`config.mk`:
```
export PLATFORM = sky130hd
export DESIGN_NAME = pipe_ctrl
export DESIGN_NICKNAME = d
export VERILOG_FILES = /design/src/rtl/pipe_ctrl.sv
export SDC_FILE = /design/constraint.sdc
export NUM_CORES = 1
export LEC_CHECK = 0
export ABC_AREA = 1
export CAP_MARGIN = 20
export CORE_MARGIN = 2
export CORE_UTILIZATION = 25
export DETAILED_ROUTE_END_ITERATION = 8
export SLEW_MARGIN = 10
export SYNTH_ARGS = -nofsm -noshare
export SYNTH_HDL_FRONTEND = slang
export SYNTH_SLANG_ARGS = --single-unit
```
`constraint.sdc`:
```
create_clock -name clk -period 1.72 [get_ports clk]
set_input_delay 0.172 -clock clk [delete_from_list [all_inputs] [get_ports clk]]
set_output_delay 0.172 -clock clk [all_outputs]
set_load 0.1 [all_outputs]
```
`src/rtl/pipe_ctrl.sv`:
```
// Beta pipeline sequencing controller: PC source / IR source selection,
// interrupt synchronisation with hold-off, and saturating stall/annul counters.
//
// state   | meaning
// --------+-------------------------------------------------------------
// S_RESET | force reset vector into fetch PC, both IR stages fed NOPs
// S_RUN   | normal sequencing from decode-stage status
module pipe_ctrl #(
  parameter int HOLDOFF = 4,
  parameter int CNT_W   = 32
) (
  input  logic             clk,
  input  logic             rst,
  input  logic             stall,
  input  logic             op_jmp,
  input  logic             op_beq,
  input  logic             op_bne,
  input  logic             zr,
  input  logic             illop,
  input  logic             pc_dec_sup,
  input  logic             irq,
  output logic [2:0]       pc_sel,
  output logic             pc_we,
  output logic [1:0]       ir_src_if,
  output logic [1:0]       ir_src_dec,
  output logic             irq_ack,
  output logic [CNT_W-1:0] stall_cnt,
  output logic [CNT_W-1:0] annul_cnt
);

  localparam logic [1:0] IR_SRC_DATA   = 2'd0;
  localparam logic [1:0] IR_SRC_NOP    = 2'd1;
  localparam logic [1:0] IR_SRC_EXCEPT = 2'd2;

  localparam logic [2:0] PC_SEL_INC    = 3'd0;
  localparam logic [2:0] PC_SEL_BR     = 3'd1;
  localparam logic [2:0] PC_SEL_JMP    = 3'd2;
  localparam logic [2:0] PC_SEL_ILLOP  = 3'd3;
  localparam logic [2:0] PC_SEL_IRQ    = 3'd4;
  localparam logic [2:0] PC_SEL_RESET  = 3'd5;

  localparam int HW = (HOLDOFF < 1) ? 1 : $clog2(HOLDOFF + 1);

  typedef enum logic {S_RESET, S_RUN} state_t;

  state_t        state;
  logic          irq_s1, irq_s2, irq_prev;
  logic          pending;
  logic [HW-1:0] holdoff;
  logic          irq_edge;
  logic          irq_ok;
  logic          taken;

  assign irq_edge = irq_s2 & ~irq_prev;
  assign irq_ok   = pending & ~pc_dec_sup & (holdoff == '0);
  assign taken    = op_jmp | (op_beq & zr) | (op_bne & ~zr);

  // Decisions are combinational so a redirect takes effect in the same cycle
  // the decode stage presents the instruction.
  always_comb begin
    pc_sel     = PC_SEL_RESET;
    pc_we      = 1'b1;
    ir_src_if  = IR_SRC_NOP;
    ir_src_dec = IR_SRC_NOP;
    irq_ack    = 1'b0;
    if (state == S_RUN) begin
      if (stall) begin
        pc_sel     = PC_SEL_INC;
        pc_we      = 1'b0;
        ir_src_if  = IR_SRC_DATA;
        ir_src_dec = IR_SRC_NOP;
      end else if (illop) begin
        pc_sel     = PC_SEL_ILLOP;
        ir_src_if  = IR_SRC_NOP;
        ir_src_dec = IR_SRC_EXCEPT;
      end else if (irq_ok) begin
        pc_sel     = PC_SEL_IRQ;
        ir_src_if  = IR_SRC_NOP;
        ir_src_dec = IR_SRC_EXCEPT;
        irq_ack    = 1'b1;
      end else if (taken) begin
        pc_sel     = op_jmp ? PC_SEL_JMP : PC_SEL_BR;
        ir_src_if  = IR_SRC_NOP;
        ir_src_dec = IR_SRC_DATA;
      end else begin
        pc_sel     = PC_SEL_INC;
        ir_src_if  = IR_SRC_DATA;
        ir_src_dec = IR_SRC_DATA;
      end
    end
  end

  always_ff @(posedge clk or negedge rst) begin
    if (!rst) begin
      state     <= S_RESET;
      irq_s1    <= 1'b0;
      irq_s2    <= 1'b0;
      irq_prev  <= 1'b0;
      pending   <= 1'b0;
      holdoff   <= '0;
      stall_cnt <= '0;
      annul_cnt <= '0;
    end else begin
      state    <= S_RUN;
      irq_s1   <= irq;
      irq_s2   <= irq_s1;
      irq_prev <= irq_s2;

      // A fresh edge wins over the clear so a back-to-back request is not lost.
      if (irq_edge)
        pending <= 1'b1;
      else if (irq_ack)
        pending <= 1'b0;

      if (irq_ack)
        holdoff <= HW'(HOLDOFF);
      else if (state == S_RUN && holdoff != '0)
        holdoff <= holdoff - HW'(1);

      if (state == S_RUN && stall && stall_cnt != '1)
        stall_cnt <= stall_cnt + CNT_W'(1);
      if (state == S_RUN && ir_src_if == IR_SRC_NOP && annul_cnt != '1)
        annul_cnt <= annul_cnt + CNT_W'(1);
    end
  end

endmodule

```
==> results.tsv <==
stage	metric	value	unit
setup_path	CP Capture Type	primary output	
route	routed len/inst	12.9	microns
final_timing	Max Clk Rate	0.554	GHz
power	combinational fraction of design power	0.344	
cells_and_area	Post-Layout Cell Count	1150	
power	Internal Power	4.34	mW
place	post-place setup slack	0.0678	ns
logic_synthesis	Main synth FF type	dfrtp_1	
grt	vias in the first global route	4978	
route	Initial DRC Count	302	
setup_path	internal reg-to-reg setup slack	0.10	ns
logic_synthesis	simple share	0.465	
final_timing	fin crit share	1.05	
final_timing	RSZ-0062 raised after global routing	yes	
setup_path	FF-to-FF Start	stall_cnt[1]	
die	die area	20400	sq um
final_timing	setup ws final	-0.0866	ns
hold_path	hold depth	1	
route	number of nets still failing antenna checks after routing	0	
power	switch share	0.359	
cells_and_area	layout cells sized above 1	0.298	
run_status	failing checks	negative setup slack	
final_timing	Tmin final	1.81	ns
logic_synthesis	Yosys top cell by area	dfrtp_1	
setup_path	CP Max Fanout	3	
clock_tree	H-tree levels	3	
setup_path	worst path bufs/invs	4	
setup_path	crit path DAT	1.63	ns
clock_tree	cts hold-fix bufs	1	
setup_path	Most common cell on crit path	nand2_4	
final_timing	Worst Clk Skew	0.00877	ns
route	TritonRoute pass-1 iters	4	
logic_synthesis	Synth Area in XOR/XNOR	0.0564	
setup_path	Crit. Startpoint	holdoff[0]	
clock_tree	CTS Buffer Depth	2	
logic_synthesis	mapped cell area	4810	sq um
die	Core Util at FP	0.256	
logic_synthesis	aoi share	0.0130	
setup_path	CP endpoint	pc_sel[0]	
job	Max Cap Violations	0	
cells_and_area	nets	925	
setup_path	crit path cell chain	inv_2, ha_4, nand2_4, inv_4, nand2_4, buf_6, nand3_4, a31oi_4, buf_12	
clock_tree	TritonCTS Sinks	72	
clock_tree	clock latency on the worst-skew pair	0.34	ns
grt	grt total ovfl	0	
hold_path	worst hold path startpoint	irq	
run_status	status	complete, but fails checks	
power	Static Leakage	3.57	nW
setup_path	r2r endpoint	stall_cnt[0]	
cells_and_area	number of antenna cells inserted	0	
logic_synthesis	sequential area share after synthesis	0.374	
setup_path	cell depth of the worst setup path	9	
logic_synthesis	Area leader share	0.374	
hold_path	Hold Path Class	primary input to flop	
final_timing	final hold vios	0	
clock_tree	CTS root buffer	clkbuf_16	
logic_synthesis	Syn Inst Count	758	
hold_path	Worst Hold Endpoint	irq_s1	
grt	first-pass GRT wire length	24200	microns
logic_synthesis	Synth mux share	0	
job	tool warning count	30	
logic_synthesis	post-synthesis average cell area	6.35	sq um
logic_synthesis	#FFs+latches synth	72	
logic_synthesis	most instantiated cells after synthesis	nand2_1 (388), nor2_1 (106), dfrtp_1 (72)	
logic_synthesis	Yosys warnings	0	
setup_path	top cell family by delay on the critical path	buffers and inverters	
cells_and_area	most frequent logic cells in the routed design	nand2_1 (382), nor2_1 (97), buf_12 (77)	
logic_synthesis	Synthesized Nets	772	
logic_synthesis	asr flop ratio synth	1.00	
power	Clock power frac	0.338	
place	placed insts	1123	
grt	GRT Overall Usage	0.152	
setup_path	R2R depth	9	
power	overall power	6.77	mW
setup_path	Crit path required time	1.55	ns
logic_synthesis	yosys synthesis chip area	4810	sq um
setup_path	critical path type	flop to primary output	
logic_synthesis	top cells, area	dfrtp_1 (37%), nand2_1 (30%), nor2_1 (8.3%)	
final_timing	fin. max-slew vios	0	
logic_synthesis	most common cell in the netlist	nand2_1	
place	Placer Congestion	0.878	
power	sequential share of power	0.318	
grt	initial antenna violation count	0	
logic_synthesis	synth unique cells	27	
final_timing	final setup vio count	6	
route	vias post-DR	5080	
clock_tree	TritonCTS Buffers	9	
power	switching pwr	2.43	mW
clock_tree	TritonCTS clock tree	built	
==> layout make-up <==
type | instances | area, sq um | share of cell area
Multi-Input combinational cell | 603 | 2800 | 0.355
Timing Repair Buffer | 155 | 2170 | 0.275
Sequential cell | 72 | 1980 | 0.251
Tap cell | 234 | 293 | 0.0371
Inverter | 70 | 279 | 0.0354
Clock buffer | 12 | 267 | 0.0338
Clock inverter | 4 | 98.8 | 0.0125
==> cells by family (layout without fill, tap and decap cells) <==
kind of cell	Yosys count	after routing
other	2	2
buffers and inverters	83	241
XOR/XNOR	31	31
adder cells (fa/ha/maj)	4	4
flip-flops	72	72
AND-OR/OR-AND	12	12
AND/OR/NAND/NOR	554	554
==> worst reg2reg max path: stages, from the launching register on <==
cell and delay [ns]:
dfrtp_4 0.46, ha_4 0.19, inv_4 0.05, nor2_8 0.12, nand2_4 0.10, nor2_8 0.13, nand2_4 0.09, nand2_8 0.11
buf_4 0.15, xor2_1 0.14
==> routing by layer <==
metal,up-vias,global-route usage,routed length [microns]
met5,-,0,0
met4,0,0.0625,386
met3,26,0.0272,642
met2,134,0.252,6940
met1,2329,0.194,6840
li1,2591,-,-
==> power by group through the flow <==
stage / logic (mW) / clock network (mW) / registers [mW]
final: 2.33 / 2.29 / 2.15
after detailed placement: 2.14 / 0 / 2.18
after floorplan: 0.674 / 0 / 2.82
after CTS: 2.28 / 2.35 / 2.15
after global placement: 2.13 / 0 / 2.17
after global routing: 2.46 / 2.40 / 2.18
==> stage by stage <==
step           hold WS [ns]  utilization  instance area (sq um)
6_report              0.281        0.420                   7890
5_1_grt               0.283        0.420                   7890
4_1_cts               0.278        0.416                   7810
3_5_place_dp          0.167        0.392                   7350
3_3_place_gp          0.163        0.392                   7350
2_1_floorplan        -0.124            -                   5120
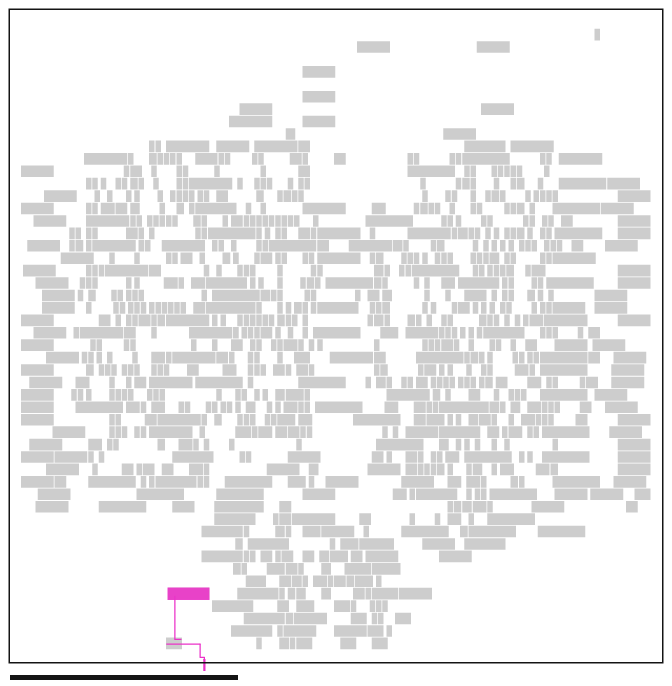
**Above:** nets reached from selected ports.
Bar = 50 microns.
port	colour	bits	direction	edge	end cells	buffers	wire
irq	magenta	1	input	bottom	1	1	22.8 microns

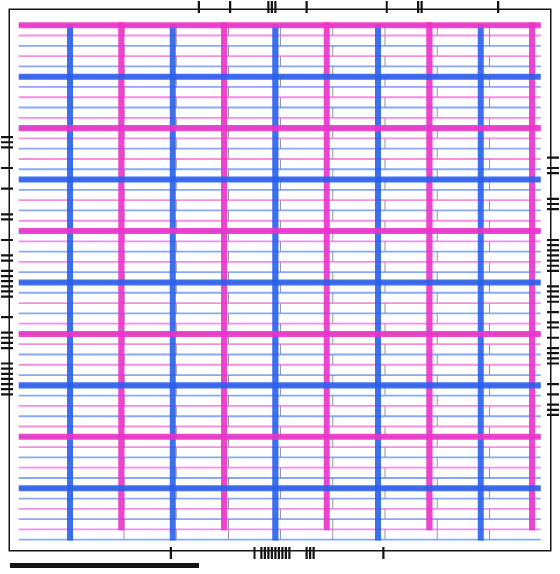
**Above:** power grid.
Bar = 50 microns. Pins as bars on the die edge. Tap cells in grey.
net	colour
VSS	blue
VDD	magenta
rows	50
met4 straps	10
met5 straps	10
die extent in x: 143 microns
CORE AREA: 18800 sq um
Die H: 143 microns
worst vdd ir: 0.000689 V

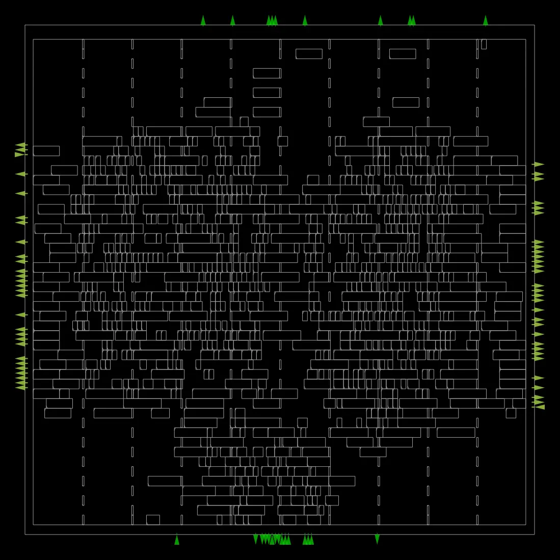
**Above:** placed standard cells.
flop count: 72
Std-Cell Rows: 50

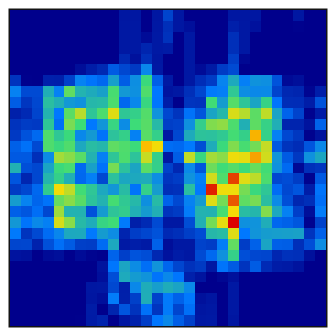
**Above:** signal metal coverage by tile.
The die is cut into 29 by 29 equal tiles; dark blue is low, red is high, scaled to the fullest tile. Values are wire area over tile area, all layers added.
mean over tiles	0.12
emptiest ninth of the die	lower left
nearly empty tiles	28%

Power figures rest on the tool's default switching activity, not on a simulated workload.
